Run 1, sizing map:
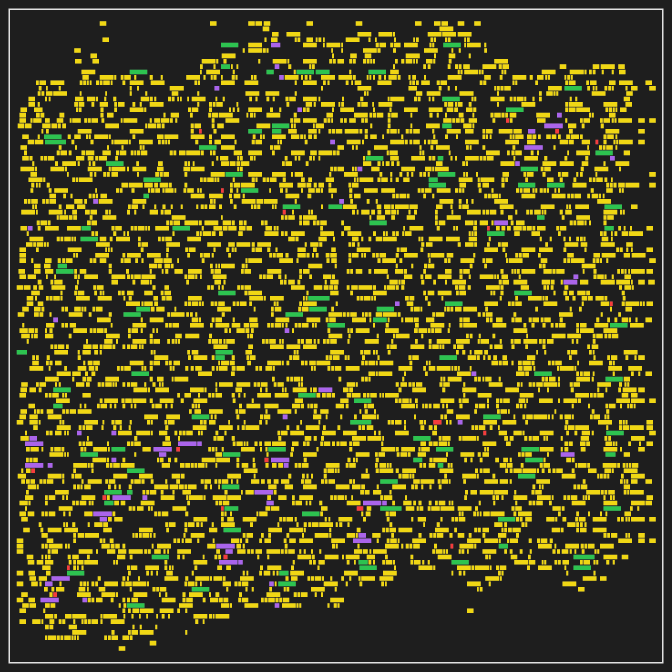
Run 1, cell placement:
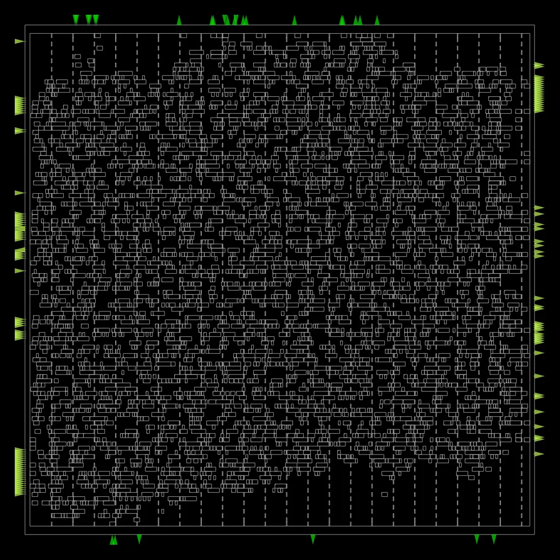
Run 1, signal metal coverage by tile:
The die is cut into 33 by 33 equal tiles; dark blue is low, red is high, scaled to the fullest tile. Values are wire area over tile area, all layers added.
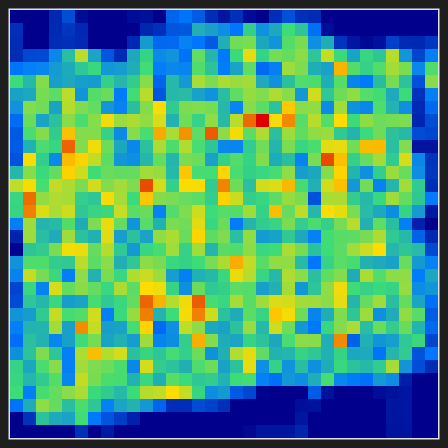
Design m_stream_sorter, sky130hd; sources not shown.
==> impl_metrics.csv, run 1 <==
group,metric,value,unit
synthesis,synth_seq_share,33.7,%
grt,grt_pass1_wl,149000,um
synthesis,xor_area_share,0,%
critical_path,worst_r2r_path_depth,8,
power_and_ir_drop,p_sw_share,33.7,%
sta,post-route-period-util,82.6,%
power_and_ir_drop,p_per_area,346,nW/um^2
layout,final_cell_mix,"923 x o21ai_0, 592 x nor2_1, 528 x dfxtp_1",
power_and_ir_drop,power.net_switching,4.19,mW
critical_path,worst-setup-path-type,"in -> out",
power_and_ir_drop,p_comb,3.87,mW
placed_design,dp_worst_setup_slack,1.02,ns
grt,antenna_found_initial,0,
grt,top_usage_layer,"met2",
grt,met2_usage,27.8,%
synthesis,syn_area,31300,um^2
routing,first_pass_iters,7,
synthesis,top_area_share,33.7,%
sta,clock.fmax,0.202,GHz
clock_network,clk_path_buf_depth,3,
worst_hold_path,hp-class,"reg -> reg",
floorplanning,die_area,108000,um^2
routing,wl_met1,47400,um
sta,period_needed,4.96,ns
layout,drive_gt1_share,4.65,%
flow_run,maxCapViolCount,0,
critical_path,cp.arrival,3.16,ns
synthesis,ys_ff,528,
layout,nonClkBufAreaFrac,4.86,%
routing,routed_via_density,4.94,
placed_design,portBuffers,135,
routing,vias,26600,
grt,met3_usage,2.62,%
critical_path,cp_cell_sequence,"clkdlybuf4s50_1 > nor2b_4 > inv_8 > clkdlybuf4s50_1",
placed_design,dpl.hpwl,65700,um
critical_path,path_max_fanout,26,
critical_path,path_delay_family,"buffers and inverters",
synthesis,simple_gate_area_share,12.1,%
synthesis,ys_warn_count,0,
critical_path,cp-start-kind,"primary input",
routing,drc,0,
critical_path,endpoint_kind,"primary output",
power_and_ir_drop,intPower,8.24,mW
floorplanning,tap_cells,1368,
layout,antennaDiodeCount,0,
synthesis,async_flop_share,0,%
sta,finalHoldViolCount,0,
layout,register_area,10600,um^2
layout,clkCellAreaFrac,6.51,%
clock_network,htree_levels,3,
flow_run,warnings,36,
power_and_ir_drop,clkPwrFrac,34.8,%
critical_path,cp.depth,4,
routing,initialDrtViolationCount,1539,
sta,finalSetupTns,0,ns
clock_network,cts.sink_count,528,
sta,rsz0062_at_grt,"no",
floorplanning,die_w,329,um
synthesis,yosysUniqueCellTypes,35,
layout,largest_register_ffs,512,
layout,inverters_excl_clock,241,
critical_path,max_stage_delay,0.58,ns
power_and_ir_drop,p_comb_share,31.1,%
synthesis,avgSynthCellArea,7.84,um^2
power_and_ir_drop,power_leakage,15.4,nW
critical_path,required,4.20,ns
sta,slew_viol_final,0,
outcome,status,"finished, final reports clean",
sta,setup_slack,1.04,ns
synthesis,ys_sh_mux,14.3,%
sta,hold_ws,0.449,ns
grt,grt_overflow,0,
sta,worst_clock_skew,0.0150,ns
layout,final_nets,4257,
routing,routed.top_layer,"met4",
grt,grt_use_met1,24.2,%
power_and_ir_drop,pg_seq,4.24,mW
critical_path,cp_slowest_cell,"clkdlybuf4s50_1",
power_and_ir_drop,clock_power,4.33,mW
synthesis,ys.flop_type,"dfxtp_1",
clock_network,holdBufCountCts,0,
synthesis,synth.area.top_cells,"dfxtp_1 34%, o21ai_0 15%, mux2i_1 14%",
routing,wl_met2,42700,um
power_and_ir_drop,p_seq_share,34.1,%
sta,setup_viol,0,
synthesis,common_cells,"923 x o21ai_0, 592 x nor2_1, 528 x dfxtp_1, 448 x mux2i_1, 315 x a21oi_1",
routing,met3WireLength,2860,um
synthesis,synth_nets,4287,
clock_network,cts.clk_slew.worst_paths,0.05,ns
clock_network,clkLatencyLatePin,0.62,ns
clock_network,cts_resized,0,
sta,relSlewSlack,17.3,%
layout,fin_cells,5388,
layout,clockBufferCount,107,
placed_design,gp_congestion,0.765,
synthesis,edf_count,0,
layout,final_common_cell,"o21ai_0",
power_and_ir_drop,power_leader,"the clock network",
layout,flops,528,
synthesis,ys_chip_area,31300,um^2
clock_network,root_buffer,"clkbuf_16",
worst_hold_path,worstHoldPathCells,2,
## Picture notes: 'sizing map'
size	colour	cells	share	most used
x1 and smaller	yellow	3833	95%	o21ai_0
x3 and x4	purple	60	1.5%	buf_4
x6 and larger	green	107	2.7%	clkbuf_16
x2	red	20	0.50%	clkinv_2
Signal buffers: 174
Finished Cell Area: 36000 um^2
area delta synth->final: 14.9%

## Picture notes: 'cell placement'
Core Rows: 117
Core Util, Final: 35.0%
fillers: 10800

## Picture notes: 'signal metal coverage by tile'
emptiest ninth of the die	south-east
fullest tile	0.33
tiles over half the peak	40%
WL per Instance: 17.6 um
Total GRT Usage: 17.2%
Total Wirelength: 94900 um

==> run 1 -> run 2 <==
clock period = 4.9 ns   (was 6 ns; I/O delays follow)
Run 2, sizing map:
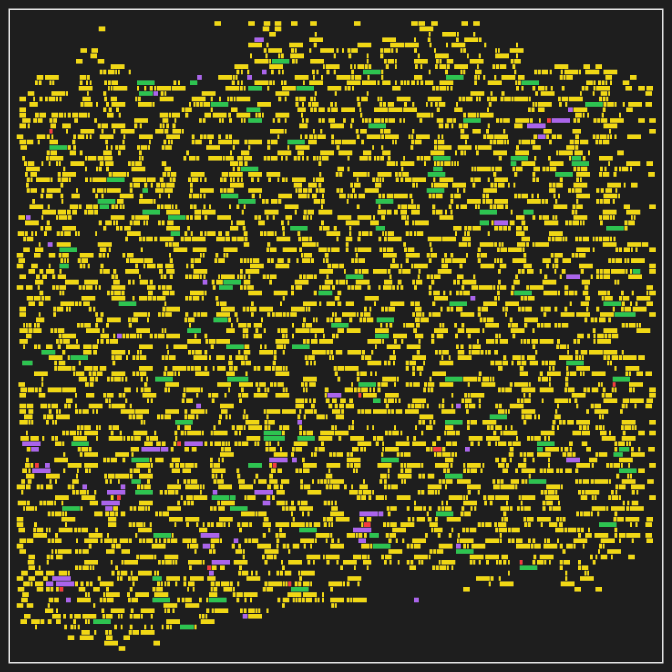
final setup margin: 0.709 ns
Signal buffers: 173
area delta synth->final: 14.7%
Finished Cell Area: 35900 um^2

Run 2, signal metal coverage by tile:
The die is cut into 33 by 33 equal tiles; dark blue is low, red is high, scaled to the fullest tile. Values are wire area over tile area, all layers added.
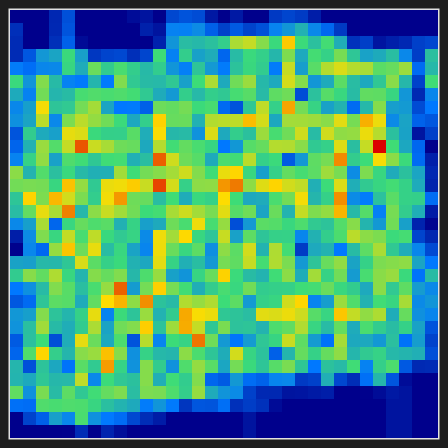
WL per Instance: 17.5 um
Total Wirelength: 94200 um
Total GRT Usage: 17.1%
vias: 26600

==> run 2 against run 1 <==
Combinational power up 23%. Cell area down 0.14%. Synthesized cell count unchanged. Count of clock-buffer cells in the layout down 6. Global-route usage down 0.11 points. Non-clock buffer count down 1. Largest power group is now sequential cells. Critical path depth unchanged. Register-to-register slack worse by 1.0 ns. Total power up 21%.
==> impl_metrics.csv, run 2 <==
group,metric,value,unit
critical_path,cp_cell_sequence,"clkdlybuf4s50_1 > nor2b_4 > inv_8 > clkdlybuf4s50_1",
clock_network,clk_path_buf_depth,3,
critical_path,required,3.43,ns
floorplanning,die_area,108000,um^2
layout,final_common_cell,"o21ai_0",
synthesis,top_area_share,33.7,%
layout,nonClkBufAreaFrac,5.05,%
sta,worst_clock_skew,0.0158,ns
power_and_ir_drop,power.net_switching,5.09,mW
clock_network,cts.clk_slew.worst_paths,0.05,ns
synthesis,edf_count,0,
synthesis,ys_warn_count,0,
synthesis,ys_ff,528,
critical_path,worst_r2r_path_depth,8,
power_and_ir_drop,p_total,15.0,mW
grt,met3_usage,2.70,%
layout,fin_cells,5377,
sta,post-route-period-util,85.5,%
layout,clkCellAreaFrac,6.18,%
sta,hold_ws,0.448,ns
layout,drive_gt1_share,4.44,%
layout,inverters_excl_clock,241,
sta,clock.fmax,0.239,GHz
sta,setup_viol,0,
flow_run,warnings,47,
critical_path,path_delay_family,"buffers and inverters",
synthesis,yosysUniqueCellTypes,35,
synthesis,avgSynthCellArea,7.84,um^2
clock_network,root_buffer,"clkbuf_16",
routing,ant_nets,0,
layout,flops,528,
power_and_ir_drop,clkPwrFrac,33.8,%
power_and_ir_drop,power_leakage,15.3,nW
floorplanning,tap_cells,1368,
routing,initialDrtViolationCount,1612,
clock_network,clkLatencyLatePin,0.63,ns
grt,top_usage_layer,"met2",
placed_design,portBuffers,135,
layout,antennaDiodeCount,1,
grt,grt_pass1_wl,148000,um
grt,met2_usage,27.4,%
sta,finalHoldViolCount,0,
power_and_ir_drop,pg_seq,5.19,mW
synthesis,synth.area.top_cells,"dfxtp_1 34%, o21ai_0 15%, mux2i_1 14%",
power_and_ir_drop,power_leader,"sequential cells",
critical_path,cp.depth,4,
synthesis,xor_area_share,0,%
floorplanning,num_rows,117,
synthesis,async_flop_share,0,%
routing,drc,0,
synthesis,ys_sh_mux,14.3,%
power_and_ir_drop,intPower,9.95,mW
worst_hold_path,hp-class,"reg -> reg",
routing,first_pass_iters,5,
layout,clockBufferCount,101,
sta,slew_viol_final,0,
clock_network,cts_resized,0,
critical_path,cp_slowest_cell,"clkdlybuf4s50_1",
layout,largest_register_ffs,512,
synthesis,synth_nets,4287,
critical_path,cp-start-kind,"primary input",
power_and_ir_drop,p_seq_share,34.5,%
synthesis,syn_area,31300,um^2
flow_run,maxCapViolCount,0,
outcome,status,"finished, final reports clean",
sta,relSlewSlack,28.2,%
layout,register_area,10600,um^2
layout,num-fill-cells,10900,
routing,routed.top_layer,"met4",
power_and_ir_drop,p_comb,4.77,mW
routing,met3WireLength,3040,um
sta,period_needed,4.19,ns
sta,finalSetupTns,0,ns
clock_network,cts_tree,"built",
critical_path,path_max_fanout,3,
floorplanning,die_w,329,um
routing,wl_met1,47000,um
clock_network,holdBufCountCts,0,
power_and_ir_drop,p_per_area,418,nW/um^2
critical_path,cp.arrival,2.72,ns
critical_path,worst-setup-path-type,"in -> out",
power_and_ir_drop,p_sw_share,33.8,%
synthesis,ys_chip_area,31300,um^2
placed_design,dp_worst_setup_slack,0.680,ns
routing,wl_met2,42100,um
placed_design,dpl.hpwl,65500,um
critical_path,max_stage_delay,0.49,ns
grt,grt_use_met1,23.9,%
synthesis,simple_gate_area_share,12.1,%
grt,antenna_found_initial,1,
synthesis,common_cells,"923 x o21ai_0, 592 x nor2_1, 528 x dfxtp_1, 448 x mux2i_1, 315 x a21oi_1",
layout,final_nets,4256,
routing,routed_via_density,4.95,
power_and_ir_drop,p_comb_share,31.7,%
sta,rsz0062_at_grt,"no",
placed_design,gp_congestion,0.762,
clock_network,htree_levels,3,
layout,utilization,35.0,%
synthesis,synth_seq_share,33.7,%
critical_path,endpoint_kind,"primary output",
worst_hold_path,worstHoldPathCells,2,
grt,grt_overflow,0,
power_and_ir_drop,clock_power,5.08,mW
synthesis,ys.flop_type,"dfxtp_1",
layout,final_cell_mix,"923 x o21ai_0, 592 x nor2_1, 528 x dfxtp_1",
clock_network,cts.sink_count,528,
Power figures rest on the tool's default switching activity, not on a simulated workload.
